File: src/rtl/periodic_rst_pkg.sv
// rtl/periodic_rst_pkg.sv - shared state type, widths and elaboration helper for periodic_rst_seq
package periodic_rst_pkg;

  typedef enum logic [1:0] {
    ASSERT  = 2'd0,
    RELEASE = 2'd1,
    RUN     = 2'd2
  } seq_state_e;

  localparam int unsigned CYCLE_CNT_W = 16;

  // True when value is representable in an unsigned counter of the given width.
  function automatic bit fits_cnt_w(longint unsigned value, int unsigned width);
    if (width >= 64) return 1'b1;
    return (value >> width) == 64'd0;
  endfunction

endpackage

File: src/rtl/tick_prescaler.sv
// rtl/tick_prescaler.sv - PRESCALE-cycle tick strobe with synchronous clear and advance gate
module tick_prescaler #(
  parameter int unsigned PRESCALE = 100
) (
  input  logic clk_i,
  input  logic rst_ni,
  input  logic clr_i,
  input  logic adv_i,
  output logic tick_o
);

  localparam int unsigned CW = (PRESCALE > 1) ? $clog2(PRESCALE) : 1;
  localparam logic [CW-1:0] LAST = CW'(PRESCALE - 1);

  logic [CW-1:0] cnt_q, cnt_d;

  assign tick_o = adv_i && (cnt_q == LAST);

  always_comb begin
    cnt_d = cnt_q;
    if (clr_i || tick_o) begin
      cnt_d = '0;
    end else if (adv_i) begin
      cnt_d = cnt_q + 1'b1;
    end
  end

  always_ff @(posedge clk_i) begin
    if (!rst_ni) begin
      cnt_q <= '0;
    end else begin
      cnt_q <= cnt_d;
    end
  end

endmodule

File: src/rtl/periodic_rst_seq.sv
// rtl/periodic_rst_seq.sv - periodic staggered reset sequencer with trigger, enable, LED and counter
// Optional watchdog: define PERIODIC_RST_WDOG_EN.
module periodic_rst_seq
  import periodic_rst_pkg::*;
#(
  parameter int unsigned PRESCALE      = 100,
  parameter int unsigned PERIOD_TICKS  = 60000000,
  parameter int unsigned PULSE_TICKS   = 500000,
  parameter int unsigned N_CH          = 2,
  parameter int unsigned STAGGER_TICKS = 1000,
  parameter int unsigned CNT_W         = 32
) (
  input  logic                   clk_in,
  input  logic                   rst_in,
  input  logic                   en_in,
  input  logic                   trig_in,
  input  logic                   kick_in,
  output logic [N_CH-1:0]        rst_out,
  output logic                   busy_out,
  output logic                   led_out,
  output logic [CYCLE_CNT_W-1:0] cycle_cnt_out,
  output logic                   wdog_fired_out
);

  localparam int unsigned LAST_REL = (N_CH - 1) * STAGGER_TICKS;
  localparam logic [CNT_W-1:0] PULSE_LAST  = CNT_W'(PULSE_TICKS - 1);
  localparam logic [CNT_W-1:0] PERIOD_LAST = CNT_W'(PERIOD_TICKS - 1);
  localparam logic [CNT_W-1:0] REL_LAST    = CNT_W'(LAST_REL - 1);

  if (PRESCALE < 1 || PERIOD_TICKS < 1 || PULSE_TICKS < 1 || N_CH < 1 ||
      !fits_cnt_w(longint'(PERIOD_TICKS), CNT_W) ||
      !fits_cnt_w(longint'(PULSE_TICKS), CNT_W) ||
      !fits_cnt_w(longint'(N_CH - 1) * longint'(STAGGER_TICKS), CNT_W)) begin : g_param_check
    $error("periodic_rst_seq: parameter out of range for CNT_W");
  end

  seq_state_e              state_q, state_d;
  logic [CNT_W-1:0]        cnt_q, cnt_d;
  logic [N_CH-1:0]         rst_q, rst_d;
  logic [CYCLE_CNT_W-1:0]  cyc_q, cyc_d;
  logic                    led_q;
  logic                    tick;
  logic                    wd_expire;

  // The prescaler freezes while RUN is disabled so the period count truly pauses.
  tick_prescaler #(.PRESCALE(PRESCALE)) u_prescaler (
    .clk_i  (clk_in),
    .rst_ni (rst_in),
    .clr_i  (state_d != state_q),
    .adv_i  ((state_q != RUN) || en_in),
    .tick_o (tick)
  );

`ifdef PERIODIC_RST_WDOG_EN
  localparam int unsigned WDOG_TICKS = PERIOD_TICKS / 4;
  localparam logic [CNT_W-1:0] WDOG_LAST = CNT_W'(WDOG_TICKS - 1);

  logic [CNT_W-1:0] wd_q, wd_d;
  logic             fired_q;

  always_comb begin
    wd_d      = wd_q;
    wd_expire = 1'b0;
    if (state_q != RUN || kick_in) begin
      wd_d = '0;
    end else if (tick) begin
      if (wd_q == WDOG_LAST) wd_expire = 1'b1;
      else                   wd_d = wd_q + 1'b1;
    end
  end

  always_ff @(posedge clk_in) begin
    if (!rst_in) begin
      wd_q    <= '0;
      fired_q <= 1'b0;
    end else begin
      wd_q <= wd_d;
      if (state_q == RUN && !trig_in && wd_expire) fired_q <= 1'b1;
    end
  end

  assign wdog_fired_out = fired_q;
`else
  logic unused_kick;
  assign unused_kick    = kick_in;
  assign wd_expire      = 1'b0;
  assign wdog_fired_out = 1'b0;
`endif

  always_comb begin
    state_d = state_q;
    cnt_d   = cnt_q;
    rst_d   = rst_q;
    cyc_d   = cyc_q;
    unique case (state_q)
      ASSERT: if (tick) begin
        if (cnt_q == PULSE_LAST) begin
          cnt_d = '0;
          if (LAST_REL == 0) begin
            state_d = RUN;
            rst_d   = '0;
            if (cyc_q != '1) cyc_d = cyc_q + 1'b1;
          end else begin
            state_d  = RELEASE;
            rst_d[0] = 1'b0;
          end
        end else begin
          cnt_d = cnt_q + 1'b1;
        end
      end
      RELEASE: if (tick) begin
        // Channel k drops on the tick that completes k*STAGGER_TICKS ticks of RELEASE.
        for (int k = 1; k < N_CH; k++) begin
          if (cnt_q == CNT_W'(k * STAGGER_TICKS - 1)) rst_d[k] = 1'b0;
        end
        if (cnt_q == REL_LAST) begin
          state_d = RUN;
          cnt_d   = '0;
          rst_d   = '0;
          if (cyc_q != '1) cyc_d = cyc_q + 1'b1;
        end else begin
          cnt_d = cnt_q + 1'b1;
        end
      end
      RUN: begin
        rst_d = '0;
        if (trig_in || wd_expire || (tick && cnt_q == PERIOD_LAST)) begin
          state_d = ASSERT;
          cnt_d   = '0;
          rst_d   = '1;
        end else if (tick) begin
          cnt_d = cnt_q + 1'b1;
        end
      end
      default: begin
        state_d = ASSERT;
        cnt_d   = '0;
        rst_d   = '1;
      end
    endcase
  end

  always_ff @(posedge clk_in) begin
    if (!rst_in) begin
      state_q <= ASSERT;
      cnt_q   <= '0;
      rst_q   <= '1;
      cyc_q   <= '0;
      led_q   <= 1'b0;
    end else begin
      state_q <= state_d;
      cnt_q   <= cnt_d;
      rst_q   <= rst_d;
      cyc_q   <= cyc_d;
      led_q   <= ~|rst_q;
    end
  end

  assign rst_out       = rst_q;
  assign busy_out      = (state_q != RUN);
  assign led_out       = led_q;
  assign cycle_cnt_out = cyc_q;

endmodule

File: config.mk
export PLATFORM = sky130hd
export DESIGN_NAME = periodic_rst_seq
export DESIGN_NICKNAME = d
export VERILOG_FILES = /design/src/rtl/periodic_rst_pkg.sv /design/src/rtl/tick_prescaler.sv /design/src/rtl/periodic_rst_seq.sv
export SDC_FILE = /design/constraint.sdc
export NUM_CORES = 1
export LEC_CHECK = 0
export CORE_MARGIN = 2
export CORE_UTILIZATION = 40
export CTS_CLUSTER_DIAMETER = 60
export DETAILED_ROUTE_END_ITERATION = 16
export PLACE_DENSITY_LB_ADDON = 0.1
export SLEW_MARGIN = 25
export SYNTH_ARGS = -nofsm -noshare
export SYNTH_HDL_FRONTEND = slang
export SYNTH_HIERARCHICAL = 1
export SYNTH_SLANG_ARGS = --single-unit
File: constraint.sdc
create_clock -name clk_in -period 8.8 [get_ports clk_in]
set_input_delay 2.2 -clock clk_in [delete_from_list [all_inputs] [get_ports clk_in]]
set_output_delay 2.2 -clock clk_in [all_outputs]
set_load 0.1 [all_outputs]
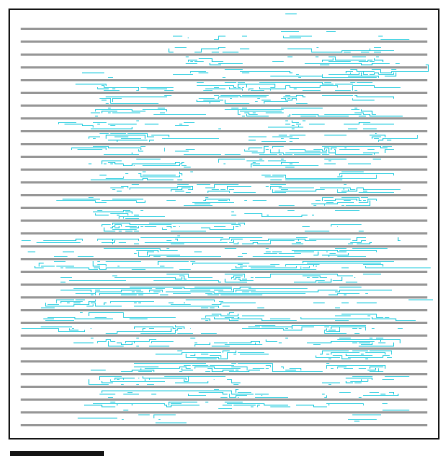
Fig. 1. Signal wires on met1.
Scale bar: 20 um. Supply wires on this layer in gray.
nets with wire on the layer	346
main direction	horizontal
wire length on this layer	3400 um
longest straight run	27.6 um
via count: 2593
met1 Use GR: 23.3%
Routed WL: 6720 um

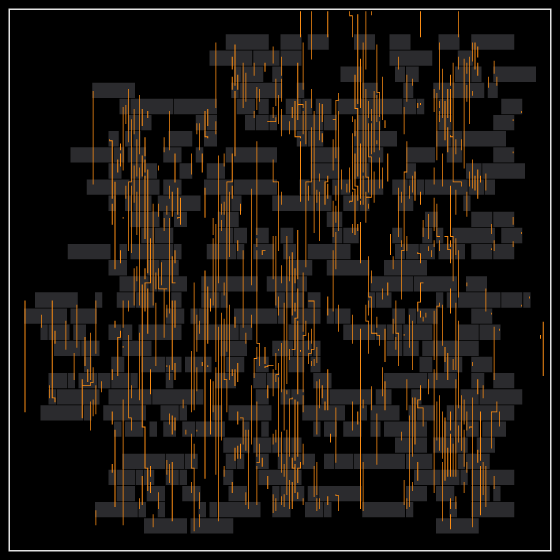
Fig. 2. The metal 2 layer.
Cells faint in the background.
wire length on this layer	2910 um
nets with wire on the layer	305
longest straight run	35.0 um
share of all routed wire	43%
grt met2 use: 26.2%

[flip-flops by register name, summed over array words and instances (netlist names)]
name,count
cycle_cnt_out,16
rst_out,2
state_q,2
led_out,1
u_prescaler/cnt_q,7
cnt_q,32
[routing by layer]
| metal | up-vias | routed length [um] |
|---|---|---|
| li1 | 1327 | - |
| met1 | 1209 | 3400 |
| met2 | 49 | 2910 |
| met3 | 8 | 308 |
| met4 | 0 | 104 |
| met5 | - | 0 |
[worst reg2reg max path, stage by stage, from the launching register on]
cell     delay, ns
dfxtp_1       0.42
inv_1         0.15
or3_1         0.28
nand3_2       0.19
nor4_1        0.33
buf_4         0.21
or4b_2        0.58
nor4_1        0.19
nand4_1       0.42
buf_6         0.32
or4_1         0.47
a21oi_1       0.16
[power by group]
| group | internal, uW | switching [uW] | leakage, uW | total (uW) |
|---|---|---|---|---|
| Combinational | 3.98 | 8.52 | 0.000613 | 12.5 |
| Sequential | 273 | 1.49 | 0.000484 | 274 |
| Clock | 131 | 104 | 0.0000986 | 235 |
[cell type report]
cell class              instances  area share [%]
clock buffers                  14            5.18
repair buffers                 25            7.06
flip-flops and latches         60            34.1
well taps                      99            3.51
multi-input cells             269            49.3
clock inverters                 1           0.142
inverters                       7           0.745
[cells in the mapped netlist, types with 7 or more instances]
cell type	number	area share (%)
nand3_1	17	2.8
nor2_1	42	5.2
xor2_1	26	7.5
dfxtp_1	60	40
a21oi_1	19	3.1
or3_1	13	2.7
nand2_1	22	2.7
or4_1	14	3.5
clkbuf_1	11	1.4
o21ai_0	9	1.5
nor3_1	7	1.2
o31ai_1	12	3.0
and3_1	8	1.7
nand4_1	18	3.7
[per-stage QoR]
step	setup slack, ns	cell area (um2)	hold slack [ns]	total power, uW	instances
2_1_floorplan	4.04	3030	0.459	290	350
3_3_place_gp	2.51	3330	0.447	293	459
3_5_place_dp	2.50	3330	0.444	293	459
4_1_cts	2.86	3510	0.459	529	474
5_1_grt	2.99	3530	0.503	543	475
6_report	3.28	3530	0.459	522	475
[how the worst max path moves through the flow]
stage / endpoint / slack [ns] / cells after the start
after floorplan: cycle_cnt_out[9] / 4.04 / 11
after detailed placement: cycle_cnt_out[10] / 2.50 / 10
after global routing: cycle_cnt_out[14] / 2.99 / 11
final: cycle_cnt_out[10] / 3.28 / 11
after global placement: cycle_cnt_out[10] / 2.51 / 10
after CTS: cycle_cnt_out[10] / 2.86 / 10
[cell families after synthesis]
| logic type | count (synthesis) | synth area share, % |
|---|---|---|
| buffers and inverters | 21 | 3.09 |
| XOR/XNOR | 32 | 9.24 |
| AND-OR/OR-AND | 56 | 13.1 |
| AND/OR/NAND/NOR | 173 | 32.2 |
| adder cells (fa/ha/maj) | 4 | 1.65 |
| multiplexers | 3 | 0.990 |
| flip-flops | 60 | 39.6 |
| other | 1 | 0.124 |
==> results.yml <==
# flow metrics
critical_path:
  r2r_end: "cycle_cnt_out[10]"
  worstSetupStartpointType: "input pin"
  crit_start: "en_in"
  max_stage_delay_ns: 0.58
  end_kind: "flop"
  slowest_stage: "or4b_2"
  cp_cell_sequence: "clkdlybuf4s50_1 -> or3_1 -> nand3_2 -> nor4_1 -> buf_4 -> or4b_2 -> nor4_1 -> nand4_1 -> buf_6 -> or4_1 -> a21oi_1"
yosys:
  synthCells: 350
  floorplan.nets: 359
  ys_seq_share_pct: 39.6
  yosys_warnings: 6
  ys_cells: 350
  ys.flop_type: "dfxtp_1"
clocking:
  numCtsBuffers: 9
  path_clk_slew_ns: 0.07
  hold_buffers: 0
  cts_setup_buffers: 0
  cts_root_buf: "clkbuf_8"
floorplan:
  fp.dieW_um: 91.1
  design.core.area_um2: 7290
  num_io_pins: 26
  chipArea_um2: 8290
grt:
  grt_pass1_wl_um: 11700
  grt_util_met3_pct: 5.23
  grt_use_total_pct: 17.4
  grt_pass1_vias: 2394
job:
  log.warning_count: 28
finish:
  fillers: 742
  num_antenna_cells: 0
  final_cell_mix: "dfxtp_1 (60), nor2_1 (42), xor2_1 (26)"
  lay_top_count: "dfxtp_1"
outcome:
  status: "complete, no violations"
worst_hold_path:
  min_to: "led_out"
final_timing:
  grt_setup_unrepaired: "no"
  clock.fmax_mhz: 181
  tns_ns: 0
pwr:
  power.density_nw_per_um2: 148
detailed_routing:
  drc: 0
  drt-pass1-iter-count: 4
  drt_iter0_markers: 174
Power is estimated from default activity; no workload was simulated.
